--- src/rtl/brp_resolve_ctrl.sv ---
// rtl/brp_resolve_ctrl.sv - branch prediction resolve queue, flush/redirect sequencer and accuracy counters
module brp_resolve_ctrl #(
  parameter int DEPTH        = 4,
  parameter int FLUSH_CYCLES = 2,
  parameter int CNT_W        = 32
) (
  input  logic             clk,
  input  logic             rst,
  input  logic             push_valid,
  input  logic             push_pred,
  input  logic [31:0]      push_target,
  input  logic [31:0]      push_alt,
  output logic             push_ready,
  input  logic             res_valid,
  input  logic             res_taken,
  output logic             upd_valid,
  output logic             upd_taken,
  output logic             flush,
  output logic             redirect_valid,
  output logic [31:0]      redirect_pc,
  output logic [CNT_W-1:0] cnt_total,
  output logic [CNT_W-1:0] cnt_correct,
  output logic             err_underflow
);

  localparam int AW = (DEPTH > 1) ? $clog2(DEPTH) : 1;
  localparam int CW = AW + 1;
  localparam int FW = (FLUSH_CYCLES > 1) ? $clog2(FLUSH_CYCLES) : 1;

  localparam logic [0:0] S_RUN   = 1'b0;
  localparam logic [0:0] S_FLUSH = 1'b1;

  logic [0:0]    state;
  logic [FW-1:0] flush_cnt;
  logic [CW-1:0] count;
  logic [AW-1:0] wr_ptr;
  logic [AW-1:0] rd_ptr;
  logic          q_pred [DEPTH];
  logic [31:0]   q_alt  [DEPTH];

  logic do_push;
  logic do_res;
  logic mispred;

  // The predicted target only matters to IF; recovery needs the alternate PC alone.
  logic unused_target;
  assign unused_target = ^push_target;

  assign push_ready = !rst && (state == S_RUN) && (count < CW'(DEPTH));
  assign do_push    = push_valid && push_ready;
  assign do_res     = res_valid && (state == S_RUN) && (count != '0);
  assign mispred    = do_res && (q_pred[rd_ptr] != res_taken);

  always_ff @(posedge clk) begin
    if (do_push) begin
      q_pred[wr_ptr] <= push_pred;
      q_alt[wr_ptr]  <= push_alt;
    end
  end

  always_ff @(posedge clk) begin
    if (rst) begin
      state          <= S_RUN;
      flush_cnt      <= '0;
      count          <= '0;
      wr_ptr         <= '0;
      rd_ptr         <= '0;
      upd_valid      <= 1'b0;
      upd_taken      <= 1'b0;
      flush          <= 1'b0;
      redirect_valid <= 1'b0;
      redirect_pc    <= '0;
      cnt_total      <= '0;
      cnt_correct    <= '0;
      err_underflow  <= 1'b0;
    end else begin
      upd_valid      <= do_res;
      redirect_valid <= mispred;
      if (do_res) begin
        upd_taken <= res_taken;
        if (cnt_total != '1) cnt_total <= cnt_total + CNT_W'(1);
        if (!mispred && cnt_correct != '1) cnt_correct <= cnt_correct + CNT_W'(1);
      end
      if (mispred) redirect_pc <= q_alt[rd_ptr];
      if (res_valid && state == S_RUN && count == '0) err_underflow <= 1'b1;

      case (state)
        S_RUN: begin
          if (mispred) begin
            // Everything behind the mispredicted head is wrong-path, including a same-cycle push.
            state     <= S_FLUSH;
            flush     <= 1'b1;
            flush_cnt <= FW'(FLUSH_CYCLES - 1);
            count     <= '0;
            wr_ptr    <= '0;
            rd_ptr    <= '0;
          end else begin
            wr_ptr <= wr_ptr + AW'(do_push);
            rd_ptr <= rd_ptr + AW'(do_res);
            count  <= count + CW'(do_push) - CW'(do_res);
          end
        end
        default: begin
          if (flush_cnt == '0) begin
            state <= S_RUN;
            flush <= 1'b0;
          end else begin
            flush_cnt <= flush_cnt - FW'(1);
          end
        end
      endcase
    end
  end

endmodule

--- config.mk ---
export PLATFORM = sky130hd
export DESIGN_NAME = brp_resolve_ctrl
export DESIGN_NICKNAME = d
export VERILOG_FILES = /design/src/rtl/brp_resolve_ctrl.sv
export SDC_FILE = /design/constraint.sdc
export NUM_CORES = 1
export LEC_CHECK = 0
export ABC_AREA = 1
export CORE_ASPECT_RATIO = 1.1
export CORE_MARGIN = 10
export CORE_UTILIZATION = 58
export CTS_BUF_LIST = sky130_fd_sc_hd__clkbuf_8 sky130_fd_sc_hd__clkbuf_16
export DETAILED_ROUTE_END_ITERATION = 7
export PLACE_DENSITY = 0.86
export SLEW_MARGIN = 0
export SYNTH_ARGS = -nofsm -noshare
export SYNTH_HDL_FRONTEND = slang
export SYNTH_SLANG_ARGS = --single-unit
--- constraint.sdc ---
create_clock -name clk -period 7.9 [get_ports clk]
set_clock_uncertainty 0.1 [all_clocks]
set_input_delay 1.58 -clock clk [delete_from_list [all_inputs] [get_ports clk]]
set_output_delay 1.58 -clock clk [all_outputs]
set_load 0.005 [all_outputs]
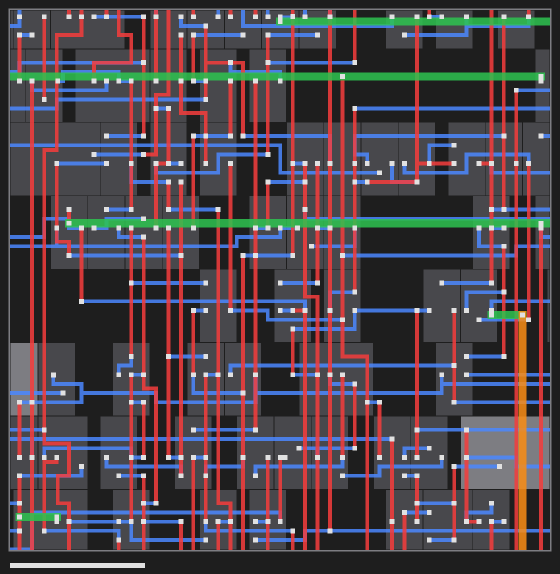
**Above:** layout detail.
The bar under the picture is 5 um long. Region (102, 112) to (122, 132) um. Cells in gray, sequential cells in the stronger gray; small squares are vias.
green -> M3
blue -> M1
red -> M2
orange -> M4
sequential cells in the window = 0
most frequent = nand2_1 (29), nor2_1 (21)
cells with their middle in the window = 61

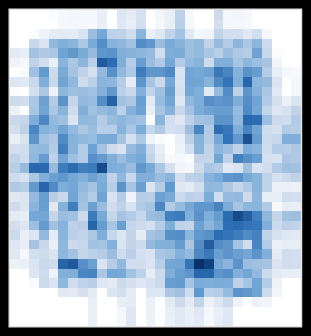
**Above:** signal metal coverage by tile.
30 x 33 tiles, from white (low) to dark blue (high), scaled to the fullest tile. Values are wire area over tile area, all layers added.
mean over tiles = 0.18
tiles over half the peak = 20%
fullest tile = 0.57
densest ninth of the die = left middle
nearly empty tiles = 12%

==> impl_metrics.yaml <==
# flow metrics
outcome:
  status: "completed"
worst_hold_path:
  whs_path_depth: 2
  hold_path_class: "register to register"
job:
  tool_warnings: 58
finish:
  logic_area_um2: 3960
  nets: 1433
  syn_to_final_growth_pct: 22.3
  largest_class: "flip-flops and latches"
  max_flop_register: "q_alt"
  nMultiInputCombCells: 856
  buffers: 147
die:
  die.size.y_um: 163
  taps: 243
cts:
  htree_levels: 1
  ctsHoldBuffers: 0
  post-cts-setup-buffers: 0
power_and_ir_drop:
  clkPwrFrac_pct: 35.6
  power_leakage_nw: 4.52
  power_clock_w: 0.00124
worst_setup_path:
  cp.depth: 4
  cp_max_fo: 66
  crit_path_start_kind: "input pin"
  crit_path_end: "push_ready"
  crit-reg2reg-launch: "rd_ptr[0]"
  crit_path_start: "rst"
  arrival_ns: 2.86
  r2r_slack_ns: 4.81
synthesis:
  netlist_instances: 1234
  ys_sh_simple_pct: 22.9
  synthTopCellsByCount: "nand2_1 (329), nor2_1 (195), edfxtp_1 (132), dfxtp_1 (112), o21ai_0 (97)"
  ys_sh_xor_pct: 1.96
  synth_cell_types: 31
global_routing:
  grt_pass1_vias: 8619
  grt_use_total_pct: 21.1
routing:
  first_iter_violations: 695
  drt-vias-per-instance: 5.45
  wirelength_mm: 26.3
placement:
  dp_worst_setup_slack_ns: 3.36
sta:
  tns_ns: 0
  min_period_ns: 4.54
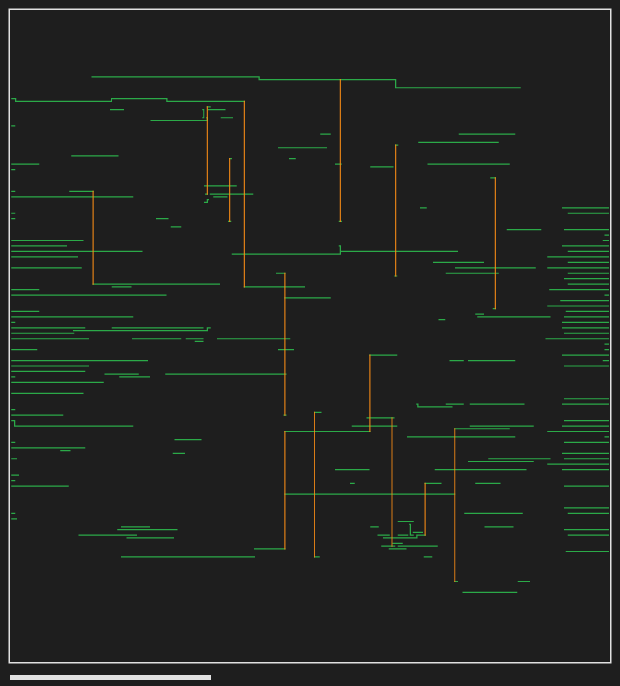
**Above:** signal wires by layer.
The bar under the picture is 50 um long. Two of the layers only.
green -> M3  # wire length 2030 um
orange -> M4  # wire length 410 um

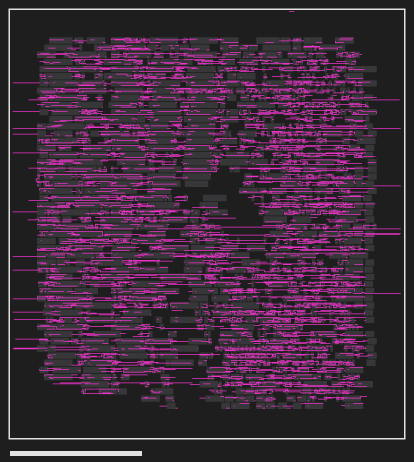
**Above:** metal 1.
The bar under the picture is 50 um long. Cells faint in the background.
nets with wire on the layer = 1287
share of all routed wire = 41%
wire length on this layer = 10700 um

